$ cat config.mk
export PLATFORM = sky130hd
export DESIGN_NAME = fft_frame_sequencer
export DESIGN_NICKNAME = d
export VERILOG_FILES = /design/src/rtl/fft_frame_sequencer.sv
export SDC_FILE = /design/constraint.sdc
export NUM_CORES = 1
export LEC_CHECK = 0
export CORE_ASPECT_RATIO = 2
export CORE_MARGIN = 2
export CORE_UTILIZATION = 46
export CTS_CLUSTER_DIAMETER = 80
export DETAILED_ROUTE_END_ITERATION = 16
export PLACE_DENSITY = 0.94
export SLEW_MARGIN = 30
export SYNTH_ARGS = -nofsm -noshare
export SYNTH_HDL_FRONTEND = slang
export SYNTH_SLANG_ARGS = --single-unit
$ cat constraint.sdc
create_clock -name aclk -period 3.45 [get_ports aclk]
set_clock_uncertainty 0.05 [all_clocks]
set_input_delay 0.5175 -clock aclk [delete_from_list [all_inputs] [get_ports aclk]]
set_output_delay 0.5175 -clock aclk [all_outputs]
set_load 0.01 [all_outputs]
$ cat src/rtl/fft_frame_sequencer.sv
// fft_frame_sequencer: runs a multi-frame FFT job (config once, then load/drain per frame)
module fft_frame_sequencer #(
    parameter int TRANSFORM_LENGTH = 1024,
    parameter int DATA_W           = 16,
    parameter int CFG_W            = 21
) (
    input  logic              aclk,
    input  logic              areset,
    input  logic              start,
    input  logic              abort,
    input  logic [7:0]        frame_count,
    input  logic [CFG_W-1:0]  cfg_word,
    input  logic [DATA_W-1:0] s_tdata,
    input  logic              s_tvalid,
    output logic              s_tready,
    output logic [CFG_W-1:0]  fft_cfg_tdata,
    output logic              fft_cfg_tvalid,
    input  logic              fft_cfg_tready,
    output logic [DATA_W-1:0] fft_din_tdata,
    output logic              fft_din_tvalid,
    input  logic              fft_din_tready,
    input  logic [DATA_W-1:0] fft_dout_tdata,
    input  logic              fft_dout_tvalid,
    output logic              fft_dout_tready,
    input  logic              fft_dout_tlast,
    output logic [DATA_W-1:0] m_tdata,
    output logic              m_tvalid,
    input  logic              m_tready,
    output logic              m_tlast,
    output logic              busy,
    output logic              done,
    output logic [7:0]        frame_idx,
    output logic              err_tlast_early,
    output logic              err_tlast_missing
);
    localparam int CNT_W = $clog2(TRANSFORM_LENGTH);
    localparam logic [CNT_W-1:0] LAST = CNT_W'(TRANSFORM_LENGTH - 1);

    typedef enum logic [2:0] {IDLE, CONFIG, LOAD, DRAIN, DONE} state_t;

    state_t             state;
    logic [CNT_W-1:0]   in_cnt;
    logic [CNT_W-1:0]   out_cnt;
    logic [CFG_W-1:0]   cfg_q;
    logic [7:0]         count_q;
    logic               load;
    logic               drain;
    logic               din_fire;
    logic               dout_fire;

    // Data paths are pure pass-through; only the registered phase flags gate them.
    assign fft_cfg_tdata   = cfg_q;
    assign fft_din_tdata   = s_tdata;
    assign fft_din_tvalid  = load && s_tvalid;
    assign s_tready        = load && fft_din_tready;
    assign m_tdata         = fft_dout_tdata;
    assign m_tvalid        = drain && fft_dout_tvalid;
    assign fft_dout_tready = drain && m_tready;
    assign m_tlast         = drain && out_cnt == LAST;
    assign din_fire        = load && s_tvalid && fft_din_tready;
    assign dout_fire       = drain && fft_dout_tvalid && m_tready;

    always_ff @(posedge aclk) begin
        if (areset) begin
            state             <= IDLE;
            in_cnt            <= '0;
            out_cnt           <= '0;
            frame_idx         <= '0;
            cfg_q             <= '0;
            count_q           <= '0;
            err_tlast_early   <= 1'b0;
            err_tlast_missing <= 1'b0;
            busy              <= 1'b0;
            done              <= 1'b0;
            fft_cfg_tvalid    <= 1'b0;
            load              <= 1'b0;
            drain             <= 1'b0;
        end else if (abort) begin
            state          <= IDLE;
            in_cnt         <= '0;
            out_cnt        <= '0;
            frame_idx      <= '0;
            busy           <= 1'b0;
            done           <= 1'b0;
            fft_cfg_tvalid <= 1'b0;
            load           <= 1'b0;
            drain          <= 1'b0;
        end else begin
            done <= 1'b0;
            case (state)
                IDLE: begin
                    if (start && frame_count != 8'd0) begin
                        state             <= CONFIG;
                        cfg_q             <= cfg_word;
                        count_q           <= frame_count;
                        frame_idx         <= '0;
                        err_tlast_early   <= 1'b0;
                        err_tlast_missing <= 1'b0;
                        busy              <= 1'b1;
                        fft_cfg_tvalid    <= 1'b1;
                    end
                end
                CONFIG: begin
                    if (fft_cfg_tready) begin
                        state          <= LOAD;
                        fft_cfg_tvalid <= 1'b0;
                        load           <= 1'b1;
                    end
                end
                LOAD: begin
                    if (din_fire) begin
                        in_cnt <= (in_cnt == LAST) ? '0 : in_cnt + 1'b1;
                        if (in_cnt == LAST) begin
                            state <= DRAIN;
                            load  <= 1'b0;
                            drain <= 1'b1;
                        end
                    end
                end
                DRAIN: begin
                    if (dout_fire) begin
                        if (fft_dout_tlast && out_cnt != LAST)
                            err_tlast_early <= 1'b1;
                        if (!fft_dout_tlast && out_cnt == LAST)
                            err_tlast_missing <= 1'b1;
                        out_cnt <= (out_cnt == LAST) ? '0 : out_cnt + 1'b1;
                        if (out_cnt == LAST) begin
                            frame_idx <= frame_idx + 8'd1;
                            drain     <= 1'b0;
                            // Widened compare so frame_count=255 cannot wrap.
                            if (({1'b0, frame_idx} + 9'd1) < {1'b0, count_q}) begin
                                state <= LOAD;
                                load  <= 1'b1;
                            end else begin
                                state <= DONE;
                                done  <= 1'b1;
                            end
                        end
                    end
                end
                DONE: begin
                    state <= IDLE;
                    busy  <= 1'b0;
                end
                default: state <= IDLE;
            endcase
        end
    end
endmodule

==> images/layer_met4.png <==
Drawn at 4 px/um. Cells faint in the background.
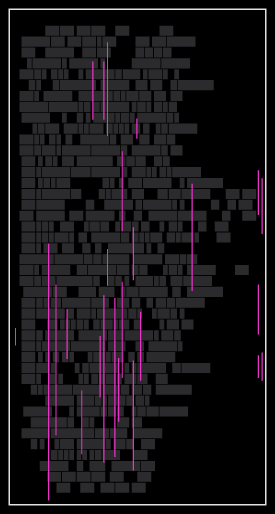
nets with wire on the layer = 22
longest straight run = 63.9 um
share of all routed wire = 5.9%
main direction = vertical
wire length on this layer = 486 um
Vias: 2,982
final wirelength: 8.18 mm

==> images/detail.png <==
Window x 38 to 58, y 21 to 41 um. Cells in gray, sequential cells in the stronger gray; small squares are vias.
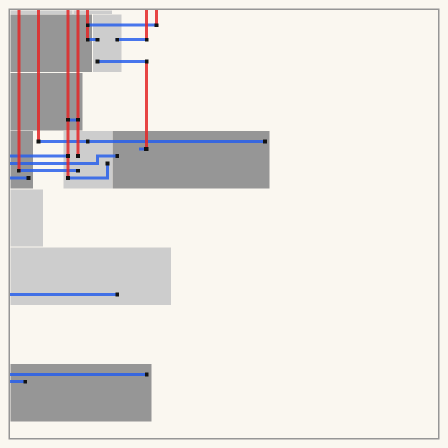
metal 1 -> blue
metal 2 -> red
netlist names of flops here include = out_cnt (2), frame_idx (1)
cells with their middle in the window = 6
sequential cells in the window = 3
most frequent = dfxtp_1 (3)

==> summary.txt <==
run metrics: R2R depth=9, P_leak=around 1.5 nW, hold path depth=2, hold path startpoint=fft_cfg_tdata[19], run status=finished clean, max_slew headroom=57.6%, Chip Area=between 7000 and 8000 um^2, clk_lat worst skew=roughly 340 ps, sequential cell fraction of total power=a little over two fifths, Hold WS=404 ps, register area share after synthesis=between 40% and 50%, CP max stage cell=clkdlybuf4s50_1, cell count in the Yosys report=between 400 and 500, Worst R2R Setup Slack=roughly 850 ps, Clock Sink Count=roughly 67, first drt pass iteration count=6, HP Class=reg2reg, Post-synth top flop=dfxtp_1, endpoints failing setup=0, Dominant cell area share=about two fifths, Post-CTS Setup Bufs=0, Synth async-reset ratio=0%, Finished Layout Cells=~550, flops out of synthesis=about 67, CP startpoint kind=flop, worst vdd ir=0.375 mV, GRT Overall Usage=about 22%, I/O pins=around 140, antenna violations before repair=0, min Tclk post-route=~2600 ps, CTS buffer count=9, first-pass GRT wire length=around 13 mm, Placed Instances=roughly 530, Root Buffer=clkbuf_16, Internal=1.46 mW, Die X=63.8 um, max_cap viols=0, top cells, area=dfxtp_1 41%, nand2_1 9.1%, buf_4 7.3%, H-tree Lvls=3, crit-path max FO=5, Critical Path Source=out_cnt[0], Comb power frac=roughly 8.5%, CP Class=reg2out, CP Buf/Inv Count=2, worst path cell trace=ha_1, nand3_2, nor3_1, buf_4, and2_1, clkdlybuf4s50_1, YS chip area=approximately 3300 um^2, Critical Path AT=around 2100 ps, area leader, netlist=dfxtp_1, crit end category=output port, count leader, synth=nand2_1, Post-DRT Antenna Nets=0, Pwr Total=roughly 1.9 mW, Netlist cell types=47, final hold vios=0, cts repair resizes=0, Slew Viols, Final=0, fraction of layout cells with a size suffix above 1=under 10%, reg-to-reg startpoint=frame_idx[0], Syn-to-layout area delta=27.5%, Worst Max-Slew Pin Slew=between 600 and 700 ps, TNS Setup=0 ps, Switch Pwr=between 0.4 and 0.5 mW, Final HPWL DP=5.97 mm, Syn Nets=a little under 500, vias in the first global route=approximately 3,000, FILL cells=around 560, I/O Buffers=77, tool warnings=26, Max Clock Freq=379 MHz, Flop area=1340 um^2, Mapped Cells=approximately 410, Die Y=between 100 and 150 um, Synth Cell Area=around 3300 um^2, drt via density=between 5 and 6, PD cells=roughly 450 nW/um^2, Post-CTS Hold Buffers=0, Avg Inst Size Synth=8.07 um^2, part of the power in the clock network=48.8%, clock buffer depth=2, drt wl/cell=between 10 and 15 um, YS warnings=0, # DRC=0, Worst EP required=roughly 2900 ps, clock slew at reported path FFs=about 50 ps, # diodes=0, CTS tree=yes, row cnt=43, Post-synth EDFFs=0, nets=around 530, synth cell count leaders=80 x nand2_1, 67 x dfxtp_1, 42 x a21oi_1, 32 x buf_4, 31 x nor2_1, grt ovf=0, cell depth of the worst setup path=6, delay-heaviest family, CP=buffers and inverters, Pre-Place Util=a little under half, RR Endpoint=load
power by group through the flow:
stage	Combinational, mW	Clock, mW	Sequential [mW]
floorplan	0.104	0	0.824
global placement	0.155	0	0.820
detailed placement	0.159	0	0.820
CTS	0.161	0.928	0.804
global route	0.175	0.966	0.806
finish	0.161	0.919	0.804
logic make-up (layout without fill, tap and decap cells):
logic type / Yosys count / in the layout / share of synthesized area [%]
fa+ha+maj: 10 / 10 / 3.81
buf+inv: 57 / 107 / 10.8
flops: 67 / 67 / 40.8
simple gates: 175 / 175 / 24.6
compound gates: 78 / 78 / 14.6
xor+xnor: 20 / 20 / 5.33
routing by layer:
layer | track usage, % | wire length [um]
met1 | 20.5 | 2860
met2 | 38.6 | 4360
met3 | 6.55 | 481
met4 | 19.3 | 486
met5 | 0 | 0
registers in the layout, summed over array words and instances (netlist names), 3 cells and up:
| register | cells |
|---|---|
| state | 3 |
| frame_idx | 8 |
| fft_cfg_tdata | 21 |
| out_cnt | 10 |
| in_cnt | 10 |
| count_q | 8 |
layout by cell type (no fill, tap or decap), types with 10 or more instances in the layout:
| cell type | synthesis | routed |
|---|---|---|
| ha_1 | 10 | 10 |
| nor2_1 | 31 | 30 |
| nand2_1 | 80 | 80 |
| dfxtp_1 | 67 | 67 |
| nand3_1 | 15 | 15 |
| xor2_1 | 13 | 13 |
| a21oi_1 | 42 | 42 |
| inv_1 | 10 | 10 |
| o21ai_0 | 12 | 12 |
| clkdlybuf4s50_1 | 0 | 77 |
cell type report:
cell class	instances	share of cell area, %
tap	90	2.69
multi-input combinational	283	38.0
clock buffer	11	5.80
timing repair buffer	81	19.1
clock inverter	5	1.49
inverter	10	0.896
sequential	67	32.0
worst max path at each step:
stage                        to  slack [ps]
3_3_place_gp         count_q[4]         800
4_1_cts                 m_tlast         820
3_5_place_dp   fft_cfg_tdata[3]         690
5_1_grt                    load         690
2_1_floorplan          state[1]        1230
6_report                m_tlast         810
worst min-delay path: stages, from the launching register on:
cell and delay, ps:
dfxtp_1 310, nand2_1 50, a21oi_1 50
stage by stage:
step	instance area, um^2	util [%]	worst slack (ps)
after global placement	3880	55.9	801
after detailed placement	3880	55.9	687
after floorplan	3280	-	1230
final	4190	60.3	813
after global routing	4190	60.3	693
after CTS	4190	60.3	824
No activity file was given, so power comes from the tool's default toggle rates.
